$ cat config.mk
export PLATFORM = sky130hd
export DESIGN_NAME = answer_timer
export DESIGN_NICKNAME = d
export VERILOG_FILES = /design/src/rtl/quiz_pkg.sv /design/src/rtl/seg7_decode.sv /design/src/rtl/answer_timer.sv
export SDC_FILE = /design/constraint.sdc
export NUM_CORES = 1
export LEC_CHECK = 0
export ABC_AREA = 1
export CAP_MARGIN = 20
export CORE_ASPECT_RATIO = 1.25
export CORE_MARGIN = 2
export CORE_UTILIZATION = 45
export DETAILED_ROUTE_END_ITERATION = 7
export HOLD_SLACK_MARGIN = 0.08
export MAX_ROUTING_LAYER = met4
export PLACE_DENSITY = 0.7
export SYNTH_ARGS = -nofsm -noshare
export SYNTH_HDL_FRONTEND = slang
export SYNTH_HIERARCHICAL = 1
export SYNTH_SLANG_ARGS = --single-unit
$ cat constraint.sdc
create_clock -name CLK -period 5.6 [get_ports CLK]
set_input_delay 0.84 -clock CLK [delete_from_list [all_inputs] [get_ports CLK]]
set_output_delay 0.84 -clock CLK [all_outputs]
set_load 0.05 [all_outputs]
$ cat src/rtl/quiz_pkg.sv
// Shared types and constants for the quiz answer timer.
// State encoding, 7-segment glyphs and digit codes.
package quiz_pkg;

  typedef enum logic [1:0] {
    IDLE,
    RUN,
    STOPPED,
    EXPIRED
  } state_t;

  localparam int DEFAULT_ANSWER_SEC = 30;

  // Active-low segments {dp,g,f,e,d,c,b,a}; dp kept off.
  localparam logic [7:0] SEG_0     = 8'hC0;
  localparam logic [7:0] SEG_1     = 8'hF9;
  localparam logic [7:0] SEG_2     = 8'hA4;
  localparam logic [7:0] SEG_3     = 8'hB0;
  localparam logic [7:0] SEG_4     = 8'h99;
  localparam logic [7:0] SEG_5     = 8'h92;
  localparam logic [7:0] SEG_6     = 8'h82;
  localparam logic [7:0] SEG_7     = 8'hF8;
  localparam logic [7:0] SEG_8     = 8'h80;
  localparam logic [7:0] SEG_9     = 8'h90;
  localparam logic [7:0] SEG_P     = 8'h8C;
  localparam logic [7:0] SEG_BLANK = 8'hFF;

  localparam logic [3:0] CODE_P     = 4'd10;
  localparam logic [3:0] CODE_BLANK = 4'd15;

endpackage

$ cat src/rtl/seg7_decode.sv
// Digit code to active-low 7-segment pattern.
// code: 0-9 digits, 10 = "P", anything else blank; seg: {dp,g,f,e,d,c,b,a}.
module seg7_decode
  import quiz_pkg::*;
(
  input  logic [3:0] code,
  output logic [7:0] seg
);

  always_comb begin
    seg = SEG_BLANK;
    case (code)
      4'd0:    seg = SEG_0;
      4'd1:    seg = SEG_1;
      4'd2:    seg = SEG_2;
      4'd3:    seg = SEG_3;
      4'd4:    seg = SEG_4;
      4'd5:    seg = SEG_5;
      4'd6:    seg = SEG_6;
      4'd7:    seg = SEG_7;
      4'd8:    seg = SEG_8;
      4'd9:    seg = SEG_9;
      CODE_P:  seg = SEG_P;
      default: seg = SEG_BLANK;
    endcase
  end

endmodule

$ cat src/rtl/answer_timer.sv
// Answer-window countdown behind the buzzer selector, with 4-digit display.
// In: CLK, RST, Timer_Start, Player_Number, Judge_Stop. Out: Sec_Left, Busy,
// Time_Up, Alarm, Seg_Out (active-low segs), Dig_Sel (active-low, bit3 left).
module answer_timer
  import quiz_pkg::*;
#(
  parameter int CLK_HZ       = 50_000_000,
  parameter int ANSWER_SEC   = DEFAULT_ANSWER_SEC,
  parameter int SCAN_DIV     = 50_000,
  parameter int ALARM_CYCLES = 25_000_000
) (
  input  logic       CLK,
  input  logic       RST,
  input  logic       Timer_Start,
  input  logic [3:0] Player_Number,
  input  logic       Judge_Stop,
  output logic [5:0] Sec_Left,
  output logic       Busy,
  output logic       Time_Up,
  output logic       Alarm,
  output logic [7:0] Seg_Out,
  output logic [3:0] Dig_Sel
);

  localparam int PW = $clog2(CLK_HZ);
  localparam int SW = $clog2(SCAN_DIV);
  localparam int AW = $clog2(ALARM_CYCLES + 1);

  localparam logic [3:0] TENS0 = 4'(ANSWER_SEC / 10);
  localparam logic [3:0] ONES0 = 4'(ANSWER_SEC % 10);

  state_t state, state_n;

  logic          ts_q;
  logic          rise;
  logic          tick;
  logic [3:0]    tens, tens_n;
  logic [3:0]    ones, ones_n;
  logic [3:0]    player, player_n;
  logic [PW-1:0] presc, presc_n;
  logic [AW-1:0] acnt;
  logic [SW-1:0] scan_cnt;
  logic [1:0]    idx;
  logic [3:0]    code;
  logic [7:0]    seg_n;

  assign rise    = Timer_Start & ~ts_q;
  assign tick    = (presc == PW'(CLK_HZ - 1));
  assign Busy    = (state != IDLE);
  assign Time_Up = (state == EXPIRED);

  always_comb begin
    state_n  = state;
    tens_n   = tens;
    ones_n   = ones;
    player_n = player;
    presc_n  = presc;
    unique case (state)
      IDLE: begin
        if (rise) begin
          state_n  = RUN;
          player_n = Player_Number;
          tens_n   = TENS0;
          ones_n   = ONES0;
          presc_n  = '0;
        end
      end
      RUN: begin
        if (!Timer_Start) begin
          state_n  = IDLE;
          tens_n   = '0;
          ones_n   = '0;
          player_n = '0;
          presc_n  = '0;
        end else if (Judge_Stop) begin
          state_n = STOPPED;
        end else if (tick) begin
          presc_n = '0;
          if (tens == 4'd0 && ones == 4'd1) begin
            ones_n  = 4'd0;
            state_n = EXPIRED;
          end else if (ones == 4'd0) begin
            ones_n = 4'd9;
            tens_n = tens - 4'd1;
          end else begin
            ones_n = ones - 4'd1;
          end
        end else begin
          presc_n = presc + PW'(1);
        end
      end
      default: begin
        if (!Timer_Start) begin
          state_n  = IDLE;
          tens_n   = '0;
          ones_n   = '0;
          player_n = '0;
          presc_n  = '0;
        end
      end
    endcase
  end

  always_ff @(posedge CLK or posedge RST) begin
    if (RST) begin
      state    <= IDLE;
      ts_q     <= 1'b0;
      tens     <= '0;
      ones     <= '0;
      player   <= '0;
      presc    <= '0;
      Sec_Left <= '0;
      Alarm    <= 1'b0;
      acnt     <= '0;
    end else begin
      state    <= state_n;
      ts_q     <= Timer_Start;
      tens     <= tens_n;
      ones     <= ones_n;
      player   <= player_n;
      presc    <= presc_n;
      Sec_Left <= 6'(tens_n) * 6'd10 + 6'(ones_n);
      if (state_n == IDLE) begin
        Alarm <= 1'b0;
        acnt  <= '0;
      end else if (state == RUN && state_n == EXPIRED) begin
        Alarm <= 1'b1;
        acnt  <= '0;
      end else if (Alarm) begin
        if (acnt == AW'(ALARM_CYCLES - 1)) begin
          Alarm <= 1'b0;
        end else begin
          acnt <= acnt + AW'(1);
        end
      end
    end
  end

  // Display content follows the next-state values so the digits
  // switch on the same edge as the state they show.
  always_comb begin
    code = CODE_BLANK;
    if (state_n != IDLE) begin
      unique case (idx)
        2'd3: code = CODE_P;
        2'd2: code = (player_n > 4'd9) ? CODE_BLANK : player_n;
        2'd1: code = (tens_n == 4'd0) ? CODE_BLANK : tens_n;
        default: code = ones_n;
      endcase
    end
  end

  seg7_decode u_dec (
    .code (code),
    .seg  (seg_n)
  );

  always_ff @(posedge CLK or posedge RST) begin
    if (RST) begin
      scan_cnt <= '0;
      idx      <= '0;
      Seg_Out  <= SEG_BLANK;
      Dig_Sel  <= 4'b1110;
    end else begin
      if (scan_cnt == SW'(SCAN_DIV - 1)) begin
        scan_cnt <= '0;
        idx      <= idx + 2'd1;
      end else begin
        scan_cnt <= scan_cnt + SW'(1);
      end
      Seg_Out <= seg_n;
      Dig_Sel <= ~(4'b0001 << idx);
    end
  end

endmodule

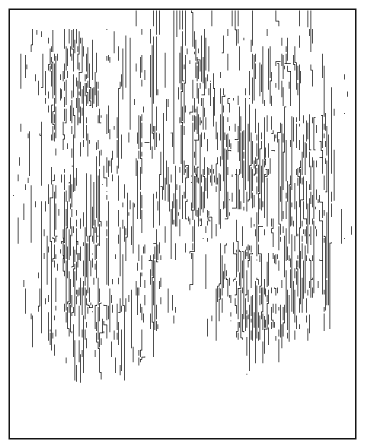
(run_1/layer_met2.png)
share of all routed wire: 49%
wire length on this layer: 6230 microns
main direction: vertical
longest straight run: 53.7 microns
nets with wire on the layer: 659
via count: 5020
final wirelength: 12.77 mm

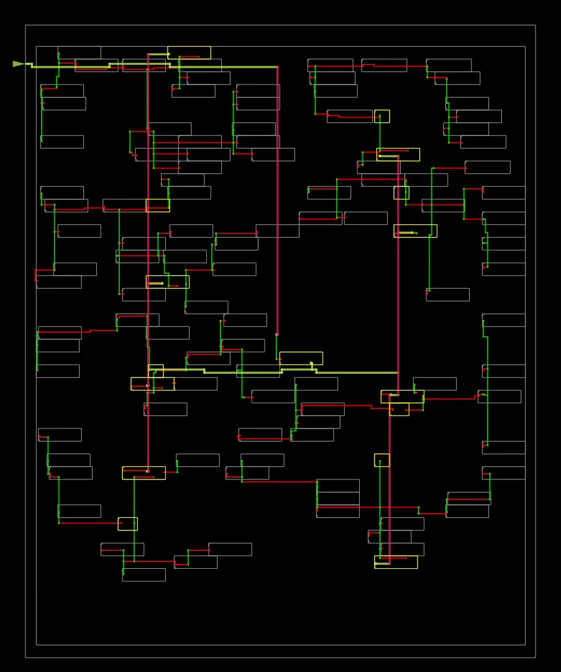
(run_1/clocks.png)
Seq cells: 102
TritonCTS Sinks: 102
Clk. pwr: 0.630 mW
clock buffers: 10

==> deck_impl_summary.md, run 1 <==
Key Metrics from the Run

Logic synthesis
  – Seq share, synth: 0.4147
  – Area of the mapped netlist: approximately 6200 sq um
  – Synth top cells by count: nand2_1 (187), inv_1 (117), dfrtp_1 (91)
  – Synth warnings: 6
  – Avg Inst Size Synth: slightly below 8 sq um
  – XOR/XNOR share of the synthesized area: 0.03821
  – Adders+Majority by Area: 0.04974
  – Syn Inst Count: approximately 800
  – # Cells Yosys: 801

Global routing
  – Vias in the first global route: 4840
  – Busiest metal layer after global routing: met2
  – All-layer global routing usage: 0.1932
  – Pin count of the biggest net entering global routing: 58
  – Met3 Use GR: 0.02944
  – Gr ovfl total: 0

Floorplanning
  – Die Wd: 108.9 microns
  – Initial Util: 0.4636
  – Die area: 14710 sq um

Clock tree
  – Clock Latency Late Sink: 0.36 ns
  – Hold buffers post-CTS: 0
  – Reg clk slew, reported paths: approximately 0.08 ns

Layout
  – Layout cell share with drive strength beyond 1: 0.1007
  – Ant diodes: 0
  – Most flops, register: presc

Timing
  – Period minus WS final: 4.032 ns
  – Final setup fails: 0
  – Hold Fails Final Rpt: 0
  – Fin crit share: 0.7200
  – Rel. slew slack: 0.4775

Pwr
  – Max power group: sequential cells
  – Combinational share of power: 0.232
  – Logic power comb: 0.436 mW
  – Overall power: between 1.5 and 2 mW
  – Switching share of power: 0.3356
  – Seq pwr share: 0.433

Critical path
  – Crit path to: Sec_Left[5]$_DFF_PP0_
  – FF-to-FF Start: presc[0]$_DFFE_PP0P_
  – CP Max Fanout: 15
  – Type of origin of the critical path: input pin
  – Worst Path Arrival: 4.32 ns

Status
  – Status: complete, no violations

Worst hold path
  – Hold path start: scan_cnt[0]$_DFF_PP0_

Routing
  – 1st-pass router iterations: 4
  – DR iter-0 viols: 198
  – Routed wl met3: roughly 290 microns
  – Drt drc: 0
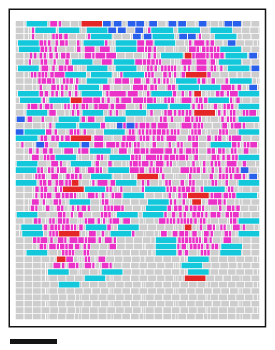
(run_1/placement_by_type.png)
The bar under the picture is 20 microns long. Fill, decap, tap and diode cells in gray.
[blue] other buffers and delay cells | cells: 29
[magenta] combinational and other logic | cells: 687
[cyan] flops | cells: 102
[red] clock drivers and dummy loads | cells: 16
core footprint: 13350 sq um
final core area utilization: 0.5165
row count: 47
final instance area: 6895 sq um
Seq/total area: 0.3722

## run 1: cell type report
class | count | area, sq um | share of cell area
Sequential cell | 102 | 2566 | 0.3722
Timing Repair Buffer | 29 | 287.8 | 0.04173
Inverter | 131 | 500.5 | 0.07258
Tap cell | 171 | 214.0 | 0.03103
Multi-Input combinational cell | 556 | 3030 | 0.4395
Clock buffer | 10 | 239.0 | 0.03466
Clock inverter | 6 | 57.56 | 0.008347
## run 1: critical path, stage by stage
cell	delay, ns
clkdlybuf4s50_1	0.74
nand2_1	0.20
inv_1	0.23
nand2_1	0.12
nand2_1	0.24
inv_1	0.33
o21ai_1	0.35
ha_1	0.24
inv_1	0.06
fa_1	0.39
o21ai_0	0.23
xor2_1	0.19
xor2_1	0.15
## run 1: metrics by stage
| stage | cell area, sq um | utilization | std cells | hold WS (ns) |
|---|---|---|---|---|
| floorplan | 6188 | - | 801 | 0.4329 |
| global placement | 6599 | 0.4943 | 989 | 0.4562 |
| detailed placement | 6599 | 0.4943 | 989 | 0.4654 |
| CTS | 6895 | 0.5165 | 1005 | 0.4773 |
| global route | 6895 | 0.5165 | 1005 | 0.4915 |
| finish | 6895 | 0.5165 | 1005 | 0.4779 |
## run 1: placed cells by master (no fill, tap or decap), types with 11 or more instances in the layout
cell type,instances
nand2_1,187
inv_1,116
dfrtp_1,91
nor2_1,85
nand3_1,45
clkdlybuf4s50_1,28
a21oi_1,26
ha_1,23
o21ai_1,22
o21ai_0,21
xor2_1,19
nand4_1,18
nor3_1,16
o21ai_2,12
dfstp_2,11
## run 1: cells by family (layout without fill, tap and decap cells)
group / count (synthesis) / count (layout)
and+or+nand+nor: 396 / 396
buffers and inverters: 143 / 176
AOI/OAI and AO/OA: 108 / 108
DFF: 102 / 102
xor gates and xnor gates: 27 / 27
adders and majority gates: 24 / 24
other: 1 / 1
==> run 2: changes to the inputs <==
--- a/config.mk
+++ b/config.mk
@@ -13,7 +13,7 @@
 export DETAILED_ROUTE_END_ITERATION = 7
 export HOLD_SLACK_MARGIN = 0.08
 export MAX_ROUTING_LAYER = met4
-export PLACE_DENSITY = 0.7
+export PLACE_DENSITY = 0.73
 export SYNTH_ARGS = -nofsm -noshare
 export SYNTH_HDL_FRONTEND = slang
 export SYNTH_HIERARCHICAL = 1
==> constraint.sdc (replaced) <==
create_clock -name CLK -period 3.3 [get_ports CLK]
set_input_delay 0.495 -clock CLK [delete_from_list [all_inputs] [get_ports CLK]]
set_output_delay 0.495 -clock CLK [all_outputs]
set_load 0.05 [all_outputs]
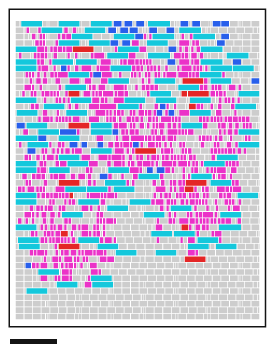
(run_2/placement_by_type.png)
The bar under the picture is 20 microns long. Fill, decap, tap and diode cells in gray.
[cyan] flops | cells: 102
[red] clock drivers and dummy loads | cells: 16
[magenta] combinational and other logic | cells: 687
[blue] other buffers and delay cells | cells: 39
final core area utilization: 0.5234
final instance area: 6987 sq um
Seq/total area: 0.3675

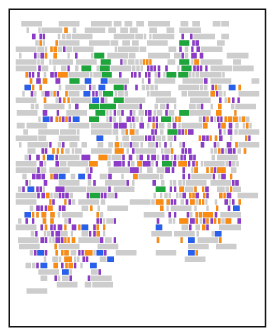
(run_2/logic_types.png)
[blue] XOR/XNOR gates | cells: 27
[green] adder and majority cells | cells: 24
[orange] NOR gates | cells: 133
[purple] NAND gates | cells: 258
Finished Layout Cells: 1015
most frequent logic cell in the layout: nand2_1

==> deck_impl_summary.md, run 2 <==
Key Metrics from the Run

Timing
  – Period minus WS final: 2.940 ns
  – Hold Fails Final Rpt: 0 (unchanged)
  – Rel. slew slack: 0.5940 (+0.1166)
  – Final setup fails: 0 (unchanged)
  – Fin crit share: 0.8910

Layout
  – Logic area: 3040 sq um (+0.33%)
  – Top cells excl fill/tap: nand2_1 (185), inv_1 (116), dfrtp_1 (90)
  – Multi-In Gates: 556 (unchanged)
  – Most flops, register: presc
  – Ant diodes: 0 (unchanged)
  – Seq cells: 102 (unchanged)
  – Flop area: 2567 sq um (about the same)
  – Largest class: combinational gates
  – Layout cell share with drive strength beyond 1: 0.1161 (+0.01539)
  – Non-clock buffer share of cell area: 0.05372 (+0.01199)
  – Logic share of the area: 0.4352 (-0.004313)
  – Clock tree cell share of total cell area: 0.04137 (-0.001637)

Clock tree
  – Hold buffers post-CTS: 0 (unchanged)
  – Clock Latency Late Sink: 0.36 ns (about the same)
  – TritonCTS Sinks: 102 (unchanged)
  – Reg clk slew, reported paths: 0.07 ns (about the same)

Routing
  – 1st-pass router iterations: 5 (+1)
  – Via count: 5150 (+2.6%)
  – Drt drc: 0 (unchanged)
  – DR iter-0 viols: 292 (+47%)
  – Final wirelength: 12.94 mm (+1.4%)

Status
  – Status: complete, no violations

Logic synthesis
  – Synth warnings: 6 (unchanged)
  – Syn Inst Count: 801 (unchanged)
  – Area of the mapped netlist: 6188 sq um (unchanged)
  – Top_reg_cell synth: dfrtp_1

Critical path
  – Critical path's slowest cell: dfrtp_1
  – Type of origin of the critical path: flip-flop
  – Delay of the slowest critical-path stage: 0.41 ns (-0.33 ns)
  – CP Max Fanout: 6 (-9)
  – CP endpoint kind: flip-flop
  – Crit-path cells: ha_1, nand2_1, inv_1, nand2_1, nor2_2, nand2_1, nor2_4, nand2_1, nand2_1, nand2_1, inv_1, o21ai_1, ha_1, inv_1, fa_1, o21ai_1, xor2_1, xor2_1
  – Crit path top cell by count: nand2_1
  – Delay-heaviest family, CP: adder cells

Global routing
  – Met3 Use GR: 0.02751 (-0.001931)
  – Vias in the first global route: 5070 (+4.8%)
  – Busiest metal layer after global routing: met2

Floorplanning
  – Core footprint: 13350 sq um (unchanged)
  – Die area: 14710 sq um (unchanged)
  – Row count: 47 (unchanged)
  – Die Wd: 108.9 microns (unchanged)
[run 2: netlist changes by cell type in the layout (fill, tap and decap cells not counted), moves of 2 or more]
cell / delta
buf_4: +9
nand2_1: -2
nand2_2: +2
o21ai_0: -2
o21ai_1: +2
[run 2: stage by stage]
stage	instances	cell area, sq um	setup slack, ns	total power [mW]	hold WS (ns)
finish	1015	6987	0.3596	3.199	0.4744
global route	1015	6987	0.04475	3.361	0.4897
CTS	1015	6975	0.2748	3.227	0.4726
detailed placement	999	6686	0.1572	2.176	0.4607
global placement	999	6686	0.2268	2.171	0.4588
floorplan	801	6188	0.1477	1.954	0.4329
[run 2: metal layers]
metal,wire [microns],up-vias
met4,301,0
met5,0,-
met2,6372,54
met1,5875,2406
met3,392,23
li1,-,2667
[run 2: cell families after synthesis]
logic type      share of synthesized area
compound gates                     0.1098
other cells                     0.0006060
simple gates                       0.2913
buf+inv                           0.09563
xor+xnor                          0.03821
flops                              0.4147
fa+ha+maj                         0.04974
[run 2: path summary, 6_finish.rpt]
kind	startpoint	endpoint	cells after the start
max	presc[0]$_DFFE_PP0P_	Sec_Left[5]$_DFF_PP0_	18
min	scan_cnt[0]$_DFF_PP0_	scan_cnt[0]$_DFF_PP0_	1
max reg2reg	presc[0]$_DFFE_PP0P_	Sec_Left[5]$_DFF_PP0_	18
min reg2reg	scan_cnt[0]$_DFF_PP0_	scan_cnt[0]$_DFF_PP0_	1
max in group asynchronous	RST	Seg_Out[0]$_DFF_PP1_	3
min in group asynchronous	RST	acnt[19]$_DFFE_PP0P_	2
[run 2: what timing repair did]
item	in CTS	in global routing
endpoints found under the hold margin	0	0
endpoints found under the setup margin	0	2
buffers inserted	0	0
resized	0	6
[run 2: power by group]
part / switching [mW] / internal, mW
sequential: 0.0412 / 1.34
combinational: 0.524 / 0.245
clock: 0.501 / 0.545
Power and IR drop assume default switching activity.
